===== src/rtl/pkt_recv.sv =====
`default_nettype none
// ============================================================================
//  Module      : pkt_recv
//  Description : NoC local-port packet receiver. Buffers incoming flits,
//                strips the header, reads the payload size and packs
//                payload flit pairs into memory words written to a
//                CPU-armed destination buffer.
//  Revision    : 1.0 - initial release
// ============================================================================
module pkt_recv #(
    parameter int MEMORY_BUS_WIDTH = 32,
    parameter int FLIT_WIDTH       = 16,
    parameter int FIFO_DEPTH       = 4
) (
    input  logic                        clock,
    input  logic                        reset,
    input  logic                        rx,
    input  logic [FLIT_WIDTH-1:0]       data_i,
    output logic                        credit_o,
    input  logic                        start,
    input  logic [MEMORY_BUS_WIDTH-1:0] base_addr,
    input  logic [15:0]                 max_words,
    output logic [MEMORY_BUS_WIDTH-1:0] mem_addr,
    output logic [MEMORY_BUS_WIDTH-1:0] mem_data,
    output logic                        mem_we,
    input  logic                        mem_grant,
    output logic                        busy,
    output logic                        done,
    output logic [15:0]                 recv_size,
    output logic                        overflow
);

    localparam int c_AW = $clog2(FIFO_DEPTH);

    localparam logic [2:0] c_IDLE    = 3'd0;
    localparam logic [2:0] c_HEADER  = 3'd1;
    localparam logic [2:0] c_SIZE    = 3'd2;
    localparam logic [2:0] c_PAYLOAD = 3'd3;
    localparam logic [2:0] c_FLUSH   = 3'd4;
    localparam logic [2:0] c_DONE    = 3'd5;

    logic [2:0]                  r_state;
    logic [2:0]                  w_state_nxt;

    logic [FLIT_WIDTH-1:0]       r_fifo [FIFO_DEPTH];
    logic [c_AW:0]               r_wr_ptr;
    logic [c_AW:0]               r_rd_ptr;
    logic                        w_empty;
    logic                        w_full;
    logic                        w_push;
    logic                        w_pop;
    logic [FLIT_WIDTH-1:0]       w_fifo_rd;

    logic [MEMORY_BUS_WIDTH-1:0] r_base;
    logic [15:0]                 r_max_words;
    logic [15:0]                 r_word_cnt;
    logic [15:0]                 r_flit_cnt;
    logic [15:0]                 r_size;
    logic [FLIT_WIDTH-1:0]       r_low;
    logic                        r_overflow;
    logic                        r_mem_we;
    logic [MEMORY_BUS_WIDTH-1:0] r_mem_addr;
    logic [MEMORY_BUS_WIDTH-1:0] r_mem_data;

    logic                        w_pending;
    logic                        w_last;
    logic                        w_issue;
    logic [MEMORY_BUS_WIDTH-1:0] w_word;

    // Extra pointer MSB distinguishes full from empty when the indices match.
    assign w_empty   = (r_wr_ptr == r_rd_ptr);
    assign w_full    = (r_wr_ptr[c_AW] != r_rd_ptr[c_AW]) &&
                       (r_wr_ptr[c_AW-1:0] == r_rd_ptr[c_AW-1:0]);
    assign w_fifo_rd = r_fifo[r_rd_ptr[c_AW-1:0]];

    assign busy      = (r_state != c_IDLE);
    assign done      = (r_state == c_DONE);
    assign credit_o  = busy && !w_full;
    assign w_push    = rx && credit_o;

    // A word still waiting for acceptance blocks further payload pops.
    assign w_pending = r_mem_we && !mem_grant;
    assign w_last    = ((r_flit_cnt + 16'd1) == r_size);

    assign mem_we    = r_mem_we;
    assign mem_addr  = r_mem_addr;
    assign mem_data  = r_mem_data;
    assign recv_size = r_size;
    assign overflow  = r_overflow;

    // FIFO storage; contents need no reset since the pointers define validity.
    always_ff @(posedge clock) begin
        if (w_push) begin
            r_fifo[r_wr_ptr[c_AW-1:0]] <= data_i;
        end
    end

    // FIFO pointers; push and pop in the same cycle leave occupancy unchanged.
    always_ff @(posedge clock) begin
        if (reset) begin
            r_wr_ptr <= '0;
            r_rd_ptr <= '0;
        end else begin
            if (w_push) r_wr_ptr <= r_wr_ptr + 1'b1;
            if (w_pop)  r_rd_ptr <= r_rd_ptr + 1'b1;
        end
    end

    // FSM state register.
    always_ff @(posedge clock) begin
        if (reset) r_state <= c_IDLE;
        else       r_state <= w_state_nxt;
    end

    // Next state, FIFO pop and word-issue decisions.
    always_comb begin
        w_state_nxt = r_state;
        w_pop       = 1'b0;
        w_issue     = 1'b0;
        w_word      = '0;
        case (r_state)
            c_IDLE: begin
                if (start) w_state_nxt = c_HEADER;
            end
            c_HEADER: begin
                if (!w_empty) begin
                    w_pop       = 1'b1;
                    w_state_nxt = c_SIZE;
                end
            end
            c_SIZE: begin
                if (!w_empty) begin
                    w_pop       = 1'b1;
                    w_state_nxt = (w_fifo_rd == '0) ? c_DONE : c_PAYLOAD;
                end
            end
            c_PAYLOAD: begin
                if (r_flit_cnt == r_size) begin
                    // All flits consumed; finish once the last word is taken.
                    if (!w_pending) w_state_nxt = c_DONE;
                end else if (!w_empty && !w_pending) begin
                    w_pop = 1'b1;
                    if (r_flit_cnt[0]) begin
                        w_issue = 1'b1;
                        w_word  = {w_fifo_rd, r_low};
                    end else if (w_last) begin
                        w_issue     = 1'b1;
                        w_word      = {{FLIT_WIDTH{1'b0}}, w_fifo_rd};
                        w_state_nxt = c_FLUSH;
                    end
                end
            end
            c_FLUSH: begin
                if (!w_pending) w_state_nxt = c_DONE;
            end
            c_DONE: begin
                w_state_nxt = c_IDLE;
            end
            default: begin
                w_state_nxt = c_IDLE;
            end
        endcase
    end

    // Packet bookkeeping and the single-outstanding memory write port.
    always_ff @(posedge clock) begin
        if (reset) begin
            r_base      <= '0;
            r_max_words <= '0;
            r_word_cnt  <= '0;
            r_flit_cnt  <= '0;
            r_size      <= '0;
            r_low       <= '0;
            r_overflow  <= 1'b0;
            r_mem_we    <= 1'b0;
            r_mem_addr  <= '0;
            r_mem_data  <= '0;
        end else begin
            if (r_mem_we && mem_grant) r_mem_we <= 1'b0;

            if (r_state == c_IDLE && start) begin
                r_base      <= base_addr;
                r_max_words <= max_words;
                r_word_cnt  <= '0;
                r_flit_cnt  <= '0;
                r_overflow  <= 1'b0;
            end

            if (r_state == c_SIZE && w_pop) r_size <= 16'(w_fifo_rd);

            if (r_state == c_PAYLOAD && w_pop) begin
                r_flit_cnt <= r_flit_cnt + 16'd1;
                if (!r_flit_cnt[0]) r_low <= w_fifo_rd;
            end

            // Words past the buffer capacity are dropped but still counted.
            if (w_issue) begin
                if (r_word_cnt < r_max_words) begin
                    r_mem_we   <= 1'b1;
                    r_mem_addr <= r_base + MEMORY_BUS_WIDTH'(r_word_cnt);
                    r_mem_data <= w_word;
                end else begin
                    r_overflow <= 1'b1;
                end
                r_word_cnt <= r_word_cnt + 16'd1;
            end
        end
    end

endmodule
`default_nettype wire


===== config.mk =====
export PLATFORM = sky130hd
export DESIGN_NAME = pkt_recv
export DESIGN_NICKNAME = d
export VERILOG_FILES = /design/src/rtl/pkt_recv.sv
export SDC_FILE = /design/constraint.sdc
export NUM_CORES = 1
export LEC_CHECK = 0
export CELL_PAD_IN_SITES_DETAIL_PLACEMENT = 0
export CELL_PAD_IN_SITES_GLOBAL_PLACEMENT = 1
export CORE_UTILIZATION = 40
export DETAILED_ROUTE_END_ITERATION = 8
export PLACE_DENSITY = 0.72
export SLEW_MARGIN = 10
export SYNTH_ARGS = -nofsm -noshare
export SYNTH_HDL_FRONTEND = slang
export SYNTH_SLANG_ARGS = --single-unit

===== constraint.sdc =====
create_clock -name clock -period 7.6 [get_ports clock]
set_input_delay 1.14 -clock clock [delete_from_list [all_inputs] [get_ports clock]]
set_output_delay 1.14 -clock clock [all_outputs]
set_load 0.005 [all_outputs]

Run 1, logic cells by family:
Scale bar: 50 um.
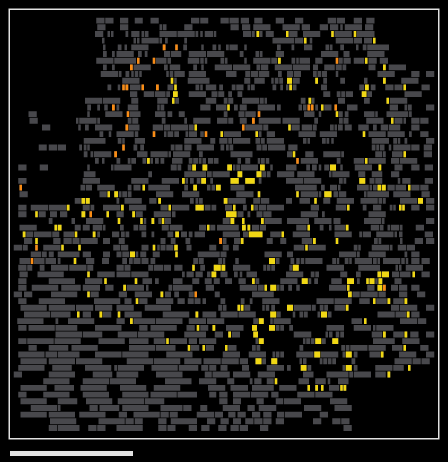
legend:
  inv cells:
    colour: orange
    cells: 31
    most_used: inv_1
  nor cells:
    colour: yellow
    cells: 186
    most_used: nor2_1

Run 1, cells coloured by class:
Scale bar: 50 um. Fill, decap, tap and diode cells in grey.
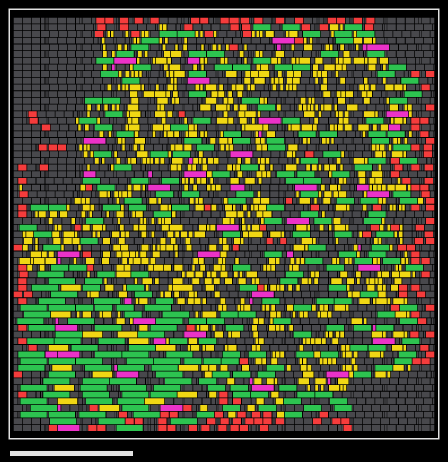
legend:
  remaining logic cells:
    colour: yellow
    cells: 895
  remaining buffers and delay cells:
    colour: red
    cells: 164
  clock drivers and dummy loads:
    colour: magenta
    cells: 52
  sequential cells:
    colour: green
    cells: 253

==> flow_summary.rst, run 1 <==
Flow metrics
------------

.. list-table::
   :header-rows: 1

   * - Metric
     - Value
   * - Most common library cell in the layout ignoring fill and taps
     - dfxtp_1
   * - Power spent charging and discharging nets
     - 1.09 mW
   * - Share of final-layout standard cells stronger than drive strength 1
     - 8.65%
   * - Logic pwr share
     - 21.3%
   * - Routing usage on met2
     - 29.0%
   * - Clock buffer cells
     - 42
   * - Cell Count Post-Placement
     - 1696
   * - CTS-repair resized insts
     - 0
   * - Leading cell types by count after synthesis
     - dfxtp_1, nand2_1, a21oi_1
   * - Area of the chip
     - 30400 um^2
   * - Ys flops
     - 253
   * - Status
     - completed
   * - Cell area after synthesis
     - 11900 um^2
   * - Post-synth top area share
     - 31.9%
   * - Total Nets Final
     - 1450
   * - Post-synthesis simple-gate area fraction
     - 17.2%
   * - Fraction of met3 tracks used by global routing
     - 2.67%
   * - Launching element type of the critical path
     - register
   * - Maximum level of the CTS H-tree
     - 1
   * - Logic Gate Count
     - 864
   * - Post-CTS setup buffers
     - 0
   * - Clock slew seen by the registers of the worst setup and hold paths
     - 0.06 ns
   * - Combinational gate area
     - 5710 um^2
   * - Clock Power Share
     - 35.4%
   * - Cell accounting for the most synthesized area
     - dfxtp_1
   * - Dominant kind of cell by area
     - registers
   * - Critical path class
     - reg -> reg
   * - Top cells by area, synth
     - dfxtp_1, edfxtp_1, a21oi_1
   * - Initial antenna violation count
     - 0
   * - Dominant logic cell types in the final layout
     - dfxtp_1, nand2_1, clkdlybuf4s50_1
   * - Worst Tran Pin Value
     - 1.14 ns
   * - Sequence of cells on the critical path
     - ha_1 -> and4b_1 -> o211ai_1 -> nor4b_1 -> nand4_1 -> o31a_1 -> nor3_4 -> buf_4 -> buf_4 -> mux2i_1 -> nor2_1
   * - Most used DFF post-synth
     - dfxtp_1
   * - Async set-or-reset flop fraction in the synthesized netlist
     - 0%
   * - Power Total
     - 3.62 mW
   * - Net count after synthesis
     - 1331
   * - Termination of the worst setup path
     - mem_addr[16]
   * - Leakage power total
     - 4.97 nW
   * - Total cell area reported by yosys after synthesis
     - 11900 um^2
   * - Data-path buffer share of cell area in the final layout
     - 11.1%
   * - Adder share
     - 4.17%
   * - Final Max Slew Viols
     - 0
   * - Metal1 wirelength
     - 15.6 mm
   * - Routed wire length per instance
     - 17.5 um
   * - Multiplexer share of the synthesized area
     - 6.18%
   * - Yosys warns
     - 0
   * - Count of nets left with antenna violations after detail routing
     - 0
   * - Peak fanout along the critical path
     - 43
   * - Pre-placement core utilization
     - 41.1%
   * - Startpoint of the worst register-to-register path
     - r_flit_cnt[1]
   * - Vias/cell
     - 5.26
   * - Insertion delay at the late pin of the worst-skew pair
     - 0.56 ns
   * - Sequential power
     - 1.57 mW
   * - Crit-path leading delay family
     - simple AND/OR/NAND/NOR gates
   * - Unrepaired setup endpoints after global routing
     - no
   * - Final setup viols
     - 0
   * - Comb area share
     - 39.3%
   * - Worst setup slack after layout
     - 3.55 ns
   * - Non-CTS buffers
     - 164
   * - Number of sinks handled by clock tree synthesis
     - 253
   * - Via count of the first global-routing pass
     - 8583
   * - Met1 global-route usage
     - 30.6%
   * - Clock Root Buffer
     - clkbuf_16
   * - Origin of the worst min-delay path
     - r_max_words[14]
   * - Slowest cell on crit path
     - buf_4
   * - Heaviest power group
     - sequential cells
   * - Number of violations reported at the end of detailed-routing iteration 0
     - 655
   * - Count leader, synth
     - dfxtp_1
   * - Total length of routed met3 wires
     - 1.52 mm
   * - DRC violations left
     - 0
   * - Count of non-filler cells in the finished layout
     - 1748
   * - Main logic family after synthesis
     - simple AND/OR/NAND/NOR gates
   * - Area of all placed cells without fillers
     - 14500 um^2
   * - Number of OpenROAD warnings
     - 31
   * - Aggregate global routing overflow
     - 0
   * - Clock buffers and inverters, area share
     - 6.05%
   * - Number of clock buffers inserted by TritonCTS
     - 28
   * - Slew Limit Headroom
     - 23.8%
   * - Clock Tree Buf Depth
     - 3
   * - Post-layout utilization of the core
     - 50.1%
Run 1, placed standard cells:
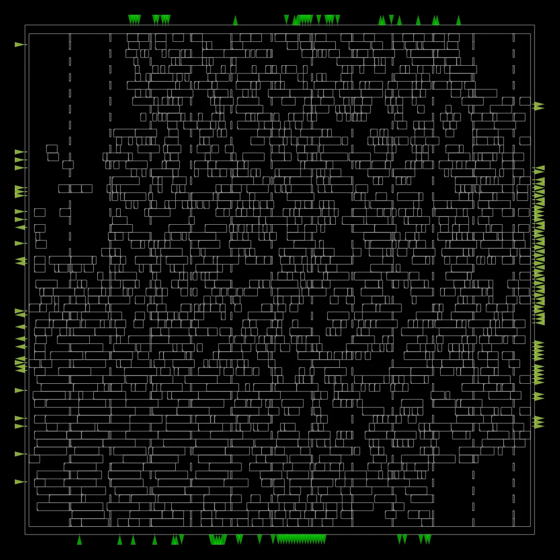
core region area: 28900 um^2
well-tap cell count: 384
number of filler cells placed in the layout: 2699
sequential cells: 253
Rows: 62

## Run 2: what changed since run 1
- CORE_UTILIZATION: 40 -> 39
- PLACE_DENSITY: 0.72 -> 0.74
- clock period: 7.6 -> 3.6 ns (I/O delays scaled with it)
Run 2, placed standard cells:
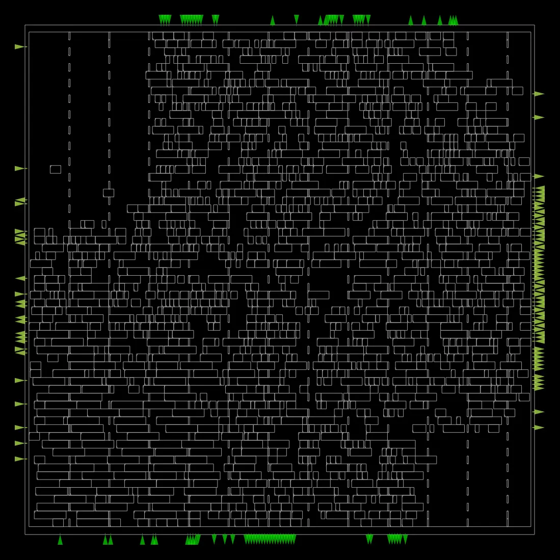
well-tap cell count: 390
core region area: 29800 um^2
number of filler cells placed in the layout: 2812
Seq/total area: 38.9%

Run 2, cells coloured by class:
Scale bar: 50 um. Fill, decap, tap and diode cells in grey.
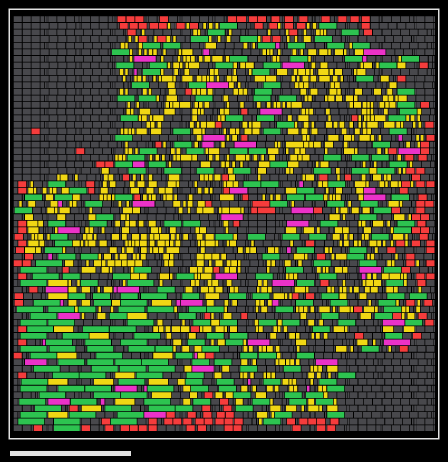
legend:
  sequential cells:
    colour: green
    cells: 253
  remaining buffers and delay cells:
    colour: red
    cells: 176
  remaining logic cells:
    colour: yellow
    cells: 895
  clock drivers and dummy loads:
    colour: magenta
    cells: 54

==> run 2 against run 1 <==
  * Via count is 1.8% higher
  * Critical path type unchanged
  * Cell count grew 1.1%
  * Highest routed layer unchanged
  * Setup slack worse by 3.1 ns
  * Sequential share of layout area fell by 0.42 points
==> flow_summary.rst, run 2 <==
Flow metrics
------------

.. list-table::
   :header-rows: 1

   * - Metric
     - Value
   * - Critical path class
     - reg -> reg
   * - Count of nets left with antenna violations after detail routing
     - 0
   * - Area of the chip
     - 31200 um^2
   * - Unrepaired setup endpoints after global routing
     - no
   * - Combinational gate area
     - 5710 um^2
   * - Total cell area reported by yosys after synthesis
     - 11900 um^2
   * - Termination of the worst setup path
     - mem_addr[20]
   * - Cell Count Post-Placement
     - 1714
   * - Rows
     - 63
   * - Slowest cell on crit path
     - dfxtp_1
   * - Maximum level of the CTS H-tree
     - 1
   * - Share of final-layout standard cells stronger than drive strength 1
     - 9.80%
   * - Post-layout utilization of the core
     - 49.2%
   * - Number of sinks handled by clock tree synthesis
     - 253
   * - Cell accounting for the most synthesized area
     - dfxtp_1
   * - Vias/cell
     - 5.30
   * - Most common library cell in the layout ignoring fill and taps
     - dfxtp_1
   * - Data-path buffer share of cell area in the final layout
     - 11.8%
   * - Top cells by area, synth
     - dfxtp_1, edfxtp_1, a21oi_1
   * - Number of clock buffers inserted by TritonCTS
     - 29
   * - Leakage power total
     - 5.06 nW
   * - Metal1 wirelength
     - 15.1 mm
   * - Clock slew seen by the registers of the worst setup and hold paths
     - 0.06 ns
   * - Post-synthesis simple-gate area fraction
     - 17.2%
   * - Count of non-filler cells in the finished layout
     - 1768
   * - Ys flops
     - 253
   * - Via count of the first global-routing pass
     - 8722
   * - Cell area after synthesis
     - 11900 um^2
   * - Worst setup slack after layout
     - 0.419 ns
   * - Final setup viols
     - 0
   * - Heaviest power group
     - sequential cells
   * - Sequence of cells on the critical path
     - ha_1 -> inv_1 -> fa_1 -> nand2b_1 -> a21oi_1 -> nor2_1 -> o31ai_1 -> a31oi_1 -> or3_1 -> xor2_1 -> a211oi_2
   * - Startpoint of the worst register-to-register path
     - r_word_cnt[0]
   * - Total Nets Final
     - 1463
   * - Peak fanout along the critical path
     - 8
   * - Clock Power Share
     - 36.3%
   * - Most used DFF post-synth
     - dfxtp_1
   * - Launching element type of the critical path
     - register
   * - Dominant kind of cell by area
     - registers
   * - Total length of routed met3 wires
     - 1.86 mm
   * - Sequential cells
     - 253
   * - Aggregate global routing overflow
     - 0
   * - Status
     - completed
Power and IR drop assume default switching activity.
